Fig. 1: cells coloured by class
Bar = 200 um.
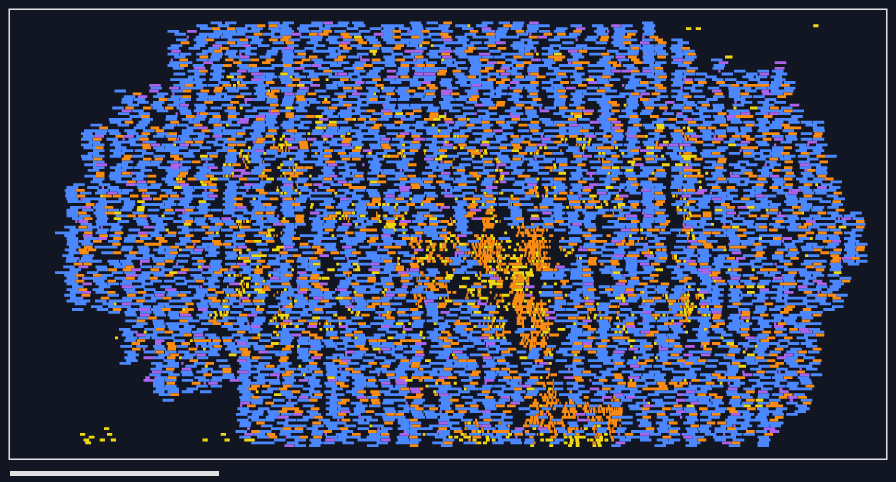
Fig. 2: clock distribution
Bar = 200 um.
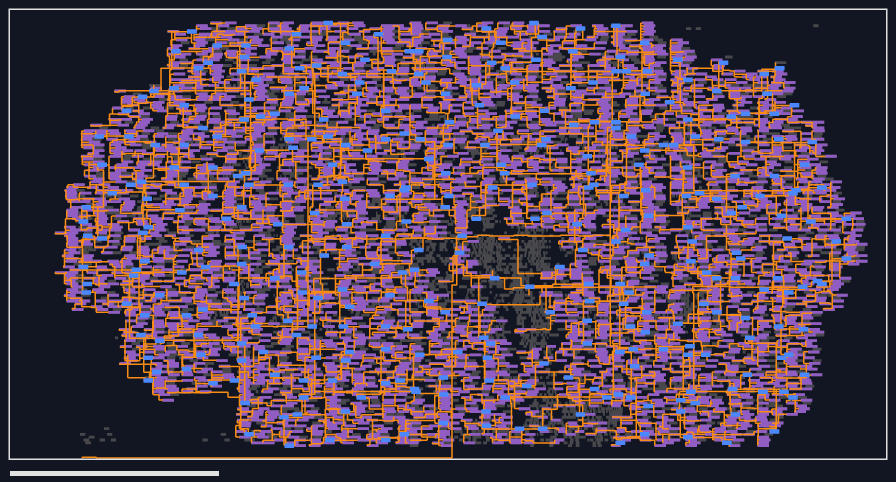
File: config.mk
export PLATFORM = sky130hd
export DESIGN_NAME = trigger_capture_buffer
export DESIGN_NICKNAME = d
export VERILOG_FILES = /design/src/rtl/trigger_capture_buffer_pkg.sv /design/src/rtl/trigger_capture_buffer_capture_ram.sv /design/src/rtl/trigger_capture_buffer.sv
export SDC_FILE = /design/constraint.sdc
export NUM_CORES = 2
export LEC_CHECK = 0
export CORE_ASPECT_RATIO = 0.5
export CORE_MARGIN = 10
export CORE_UTILIZATION = 45
export DETAILED_ROUTE_END_ITERATION = 6
export GPL_ROUTABILITY_DRIVEN = 0
export PLACE_DENSITY_LB_ADDON = 0.2
export SYNTH_ARGS = -nofsm -noshare
export SYNTH_HDL_FRONTEND = slang
export SYNTH_SLANG_ARGS = --single-unit
File: constraint.sdc
create_clock -name clk -period 5.48 [get_ports clk]
set_clock_uncertainty 0.15 [all_clocks]
set_input_delay 1.096 -clock clk [delete_from_list [all_inputs] [get_ports clk]]
set_output_delay 1.096 -clock clk [all_outputs]
set_load 0.1 [all_outputs]
File: src/rtl/trigger_capture_buffer_pkg.sv
// rtl/trigger_capture_buffer_pkg.sv - shared types and helpers for the trigger capture buffer
package trigger_capture_buffer_pkg;

    // Capture FSM: IDLE until armed, FILL records history, POST counts
    // post-trigger samples, DONE freezes the buffer for readout.
    typedef enum logic [1:0] {
        ST_IDLE = 2'd0,
        ST_FILL = 2'd1,
        ST_POST = 2'd2,
        ST_DONE = 2'd3
    } tcb_state_t;

    // Ceiling log2, returns at least 1 so it can size a select field directly.
    function automatic int tcb_clog2(input int value);
        int result;
        result = 1;
        while ((1 << result) < value) begin
            result = result + 1;
        end
        return result;
    endfunction

endpackage

File: src/rtl/trigger_capture_buffer_capture_ram.sv
// rtl/trigger_capture_buffer_capture_ram.sv - simple dual-port sample RAM with registered read
//
// Purpose: DEPTH x WORD_W storage, one write port and one registered read port,
//          single clock. Contents are never cleared.
// Ports:
//   clk      clock
//   wr_en    write strobe, wr_data stored at wr_addr on the rising edge
//   wr_addr  write slot
//   wr_data  packed multi-channel sample word
//   rd_en    read strobe, rd_q loads mem[rd_addr] on the rising edge, else holds
//   rd_addr  read slot
//   rd_q     registered read word
module capture_ram #(
    parameter int DEPTH  = 240,
    parameter int ADDR_W = 8,
    parameter int WORD_W = 16
) (
    input  logic              clk,
    input  logic              wr_en,
    input  logic [ADDR_W-1:0] wr_addr,
    input  logic [WORD_W-1:0] wr_data,
    input  logic              rd_en,
    input  logic [ADDR_W-1:0] rd_addr,
    output logic [WORD_W-1:0] rd_q
);

    logic [WORD_W-1:0] mem [DEPTH];

    always_ff @(posedge clk) begin
        if (wr_en) begin
            mem[wr_addr] <= wr_data;
        end
        if (rd_en) begin
            rd_q <= mem[rd_addr];
        end
    end

endmodule

File: src/rtl/trigger_capture_buffer.sv
// rtl/trigger_capture_buffer.sv - multi-channel circular capture buffer with arm/trigger/post-trigger
//
// Purpose: continuously records pre-trigger history; after a qualified trigger stores
//          post_len more samples, then freezes for random-access readout.
// Ports:
//   clk, rst_n          clock, asynchronous active-low reset
//   in_valid, in_data   sample strobe and packed channels (channel c at [c*DATA_W +: DATA_W])
//   arm                 start/restart a capture; wins over a same-cycle trigger
//   trigger             trigger request, qualified by in_valid
//   post_len            post-trigger sample count, latched on arm, clipped to DEPTH-1
//   rd_en, rd_offset    read request (DONE only), offset 0 = oldest stored sample
//   rd_chan             channel to return
//   rd_data, rd_valid   read result one cycle after an accepted rd_en
//   busy, done          FILL/POST and DONE indicators
//   trig_pos            trigger sample offset from oldest, valid in DONE
module trigger_capture_buffer
    import trigger_capture_buffer_pkg::*;
#(
    parameter int DATA_W   = 16,
    parameter int CHANNELS = 1,
    parameter int DEPTH    = 240,
    parameter int ADDR_W   = 8,
    parameter int CH_W     = 1
) (
    input  logic                       clk,
    input  logic                       rst_n,
    input  logic                       in_valid,
    input  logic [DATA_W*CHANNELS-1:0] in_data,
    input  logic                       arm,
    input  logic                       trigger,
    input  logic [ADDR_W-1:0]          post_len,
    input  logic                       rd_en,
    input  logic [ADDR_W-1:0]          rd_offset,
    input  logic [CH_W-1:0]            rd_chan,
    output logic [DATA_W-1:0]          rd_data,
    output logic                       rd_valid,
    output logic                       busy,
    output logic                       done,
    output logic [ADDR_W-1:0]          trig_pos
);

    localparam int WORD_W = DATA_W * CHANNELS;
    // One extra bit so fill can hold DEPTH even when DEPTH == 2**ADDR_W.
    localparam int CNT_W = ADDR_W + 1;
    localparam logic [CNT_W-1:0]  DEPTH_C   = CNT_W'(DEPTH);
    localparam logic [CNT_W-1:0]  MAXPOST_C = CNT_W'(DEPTH - 1);
    localparam logic [ADDR_W-1:0] LAST_C    = ADDR_W'(DEPTH - 1);
    localparam logic [ADDR_W-1:0] DEPTH_LO  = ADDR_W'(DEPTH);

    tcb_state_t        state;
    logic [ADDR_W-1:0] wr_ptr;
    logic [CNT_W-1:0]  fill;
    logic [ADDR_W-1:0] post_cnt;
    logic [ADDR_W-1:0] post_len_q;

    logic              capturing;
    logic              wr_en;
    logic [ADDR_W-1:0] wr_ptr_inc;
    logic [CNT_W-1:0]  fill_inc;
    logic [ADDR_W-1:0] trig_calc;
    logic [ADDR_W-1:0] post_len_clip;

    logic [ADDR_W-1:0] oldest;
    logic [CNT_W-1:0]  rd_sum;
    logic [ADDR_W-1:0] rd_addr;
    logic              rd_hit;
    logic              rd_zero;
    logic              rd_zero_q;
    logic [CH_W-1:0]   rd_chan_q;
    logic [WORD_W-1:0] ram_q;
    logic [DATA_W-1:0] chan_word;

    assign capturing  = (state == ST_FILL) || (state == ST_POST);
    // The sample arriving with arm belongs to the old capture and is dropped.
    assign wr_en      = capturing && in_valid && !arm;
    assign wr_ptr_inc = (wr_ptr == LAST_C) ? '0 : wr_ptr + 1'b1;
    assign fill_inc   = (fill == DEPTH_C) ? DEPTH_C : fill + 1'b1;
    // Evaluated on the final write; low bits suffice since the result is < DEPTH.
    assign trig_calc  = fill_inc[ADDR_W-1:0] - 1'b1 - post_len_q;

    assign post_len_clip = ({1'b0, post_len} >= MAXPOST_C) ? LAST_C : post_len;

    // Readout address: oldest + offset, wrapped by a single conditional subtract.
    assign oldest  = (fill < DEPTH_C) ? '0 : wr_ptr;
    assign rd_sum  = {1'b0, oldest} + {1'b0, rd_offset};
    assign rd_addr = (rd_sum >= DEPTH_C) ? (rd_sum[ADDR_W-1:0] - DEPTH_LO) : rd_sum[ADDR_W-1:0];
    assign rd_hit  = rd_en && (state == ST_DONE);
    assign rd_zero = ({1'b0, rd_offset} >= fill) || (int'(rd_chan) >= CHANNELS);

    always_ff @(posedge clk or negedge rst_n) begin
        if (!rst_n) begin
            state      <= ST_IDLE;
            wr_ptr     <= '0;
            fill       <= '0;
            post_cnt   <= '0;
            post_len_q <= '0;
            busy       <= 1'b0;
            done       <= 1'b0;
            trig_pos   <= '0;
        end else if (arm) begin
            state      <= ST_FILL;
            wr_ptr     <= '0;
            fill       <= '0;
            post_cnt   <= '0;
            post_len_q <= post_len_clip;
            busy       <= 1'b1;
            done       <= 1'b0;
            trig_pos   <= '0;
        end else begin
            case (state)
                ST_FILL: begin
                    if (in_valid) begin
                        wr_ptr <= wr_ptr_inc;
                        fill   <= fill_inc;
                        if (trigger) begin
                            if (post_len_q == '0) begin
                                state    <= ST_DONE;
                                busy     <= 1'b0;
                                done     <= 1'b1;
                                trig_pos <= trig_calc;
                            end else begin
                                state    <= ST_POST;
                                post_cnt <= post_len_q;
                            end
                        end
                    end
                end
                ST_POST: begin
                    if (in_valid) begin
                        wr_ptr   <= wr_ptr_inc;
                        fill     <= fill_inc;
                        post_cnt <= post_cnt - 1'b1;
                        if (post_cnt == ADDR_W'(1)) begin
                            state    <= ST_DONE;
                            busy     <= 1'b0;
                            done     <= 1'b1;
                            trig_pos <= trig_calc;
                        end
                    end
                end
                default: begin
                end
            endcase
        end
    end

    // Read side flags; rd_zero_q starts set so rd_data reads 0 out of reset.
    always_ff @(posedge clk or negedge rst_n) begin
        if (!rst_n) begin
            rd_valid  <= 1'b0;
            rd_zero_q <= 1'b1;
            rd_chan_q <= '0;
        end else begin
            rd_valid <= rd_hit;
            if (rd_hit) begin
                rd_zero_q <= rd_zero;
                rd_chan_q <= rd_chan;
            end
        end
    end

    capture_ram #(
        .DEPTH  (DEPTH),
        .ADDR_W (ADDR_W),
        .WORD_W (WORD_W)
    ) u_ram (
        .clk     (clk),
        .wr_en   (wr_en),
        .wr_addr (wr_ptr),
        .wr_data (in_data),
        .rd_en   (rd_hit),
        .rd_addr (rd_addr),
        .rd_q    (ram_q)
    );

    always_comb begin
        chan_word = '0;
        for (int c = 0; c < CHANNELS; c++) begin
            if (rd_chan_q == CH_W'(c)) begin
                chan_word = ram_q[c*DATA_W +: DATA_W];
            end
        end
    end

    assign rd_data = rd_zero_q ? '0 : chan_word;

endmodule
==> impl.org <==
* Implementation run

** Setup path
- The worst setup path is captured at a flop.
- Maximum fanout encountered on the critical timing path :: 29
- Among all stages on the critical path, the largest delay is contributed by sky130_fd_sc_hd__fa_4.
- Counting cells, the worst reg-to-reg path comes to 16.
- Along the critical path, the tally of buffer and inverter instances is 5.
- On the worst path, the slowest cell contributes a delay of about 1.0 ns.

** Clocking
- Post-CTS timing repair inserted 0 buffers for setup.
- Number of sinks on the clock net :: roughly 4000
- In the CTS report, the clock slew at the register clock pins of the worst setup and hold paths is listed as ~0.070 ns.

** Final layout
- Non-clock inverters in the final layout number 39.
- Antenna diodes :: 15
- Non-Filler Cell Area, Final :: 174000 sq um
- The final design was reported to hold multi-input combinational gates totalling 2160.
- The final layout report lists a filler cell count of about 25000.

** STA
- Final-report hold violation count :: 0
- Final-report max-slew violation count :: 0
- Across all setup checks in the final design, the least slack found is 0.192 ns.

** Run status
- Outcome :: finished, final reports clean

** Logic synthesis
- Number of cells in Yosys stat :: approximately 6500
- Distinct cell type count of the synthesized netlist :: between 70 and 80
- Portion of netlist area occupied by mux cells :: 18.2%
- By count the netlist is led by sky130_fd_sc_hd__edfxtp_1 (3856), sky130_fd_sc_hd__mux4_2 (1189), sky130_fd_sc_hd__nor2_1 (292).
- FFs w/ async S/R, synth :: under 10%
- Post-Synthesis Net Count :: around 6500
- The synthesized netlist has a Yosys-reported chip area of approximately 150000 sq um.
- Cell accounting for the most synthesized area :: sky130_fd_sc_hd__edfxtp_1

** GRT
- Number of global-route vias before repair :: roughly 74000
- The number of antenna violations at the first check in global routing is 33.
- First-pass GRT wire length :: ~580 mm
- The global route stage reports its total congestion overflow as 0.

** Power
- Switching share of power :: about 22%
- The switching component of the power was reported as 13.6 mW.
- Leakage dissipation :: approximately 55 nW

** Floorplanning
- Starting density of the core :: approximately 45%
- Tap Cells :: about 4500
- Row cnt :: approximately 150

** Detailed routing
- Per the detail_route report, DRC violations left total 0.
- Detailed Route WL :: a little over 400 mm

** Flow run
- Stage-log warning count :: between 60 and 70
-- Fig. 1 (at the start) --
Yellow stands for other buffers and delay cells, cells 739. Purple stands for clock drivers and dummy loads, cells 630. Blue stands for flip-flops, cells 3904. Orange stands for all other logic, cells 2199.
core footprint: 334000 sq um
fraction of area in registers: 67.3%

-- Fig. 2 (at the start) --
Purple stands for flip-flops, count 3904. Orange stands for clock wires, length 44.7 mm. Blue stands for cells driving clock nets, count 353.
There are 354 routed clock nets. Position of the flops: spread over the die.
clk latency late pin: 0.96 ns
clock power share: 39.6%
power attributed to the clock group: 24.2 mW

-- sequential cells by signal (all words and copies together) (netlist names) --
name	flops
post_len_q	8
post_cnt	8
u_ram.rd_q	16
rd_zero_q	1
done	1
trig_pos	8
busy	1
state	2
rd_chan_q	1
wr_ptr	8
rd_valid	1
u_ram.mem	3840
fill	9
-- final timing paths --
| check | from | end | slack, ns |
|---|---|---|---|
| worst min register to register | rd_chan_q | rd_chan_q | 0.33 |
| max in group asynchronous | rst_n | wr_ptr[5] | 4.23 |
| worst max register to register | fill[5] | u_ram.rd_q[0] | 0.19 |
| min in group clk | rd_chan_q | rd_chan_q | 0.33 |
| worst max-delay path | fill[5] | u_ram.rd_q[0] | 0.19 |
| worst min-delay path | rst_n | post_len_q[5] | 0.26 |
-- power by group through the flow --
stage          logic (mW)  registers [mW]  clock network (mW)
2_1_floorplan        1.90            33.6                   0
3_3_place_gp         4.00            33.5                   0
3_5_place_dp         4.07            33.5                   0
4_1_cts              4.08            32.9                24.6
5_1_grt              4.26            32.9                25.8
6_report             4.08            32.9                24.2
-- routing by layer --
| metal | routed length (um) | vias up | GRT usage (%) |
|---|---|---|---|
| li1 | - | 29100 | - |
| met1 | 165000 | 39800 | 31.7 |
| met2 | 190000 | 3640 | 34.5 |
| met3 | 44400 | 655 | 6.63 |
| met4 | 12200 | 12 | 6.05 |
| met5 | 77 | - | 0 |
-- cell usage in the layout (no fill, tap or decap), drive strengths merged, types with 18 or more instances in the layout --
master	n
a21boi	19
a21oi	62
and2	18
buf	678
bufinv	26
clkbuf	438
clkdlybuf4s50	48
clkinv	166
dfrtp	47
edfxtp	3856
ha	35
inv	45
mux2	23
mux2i	55
mux4	1189
nand2	84
nand3	62
nor2	293
o21ai	82
xnor2	18
Power is estimated from default activity; no workload was simulated.
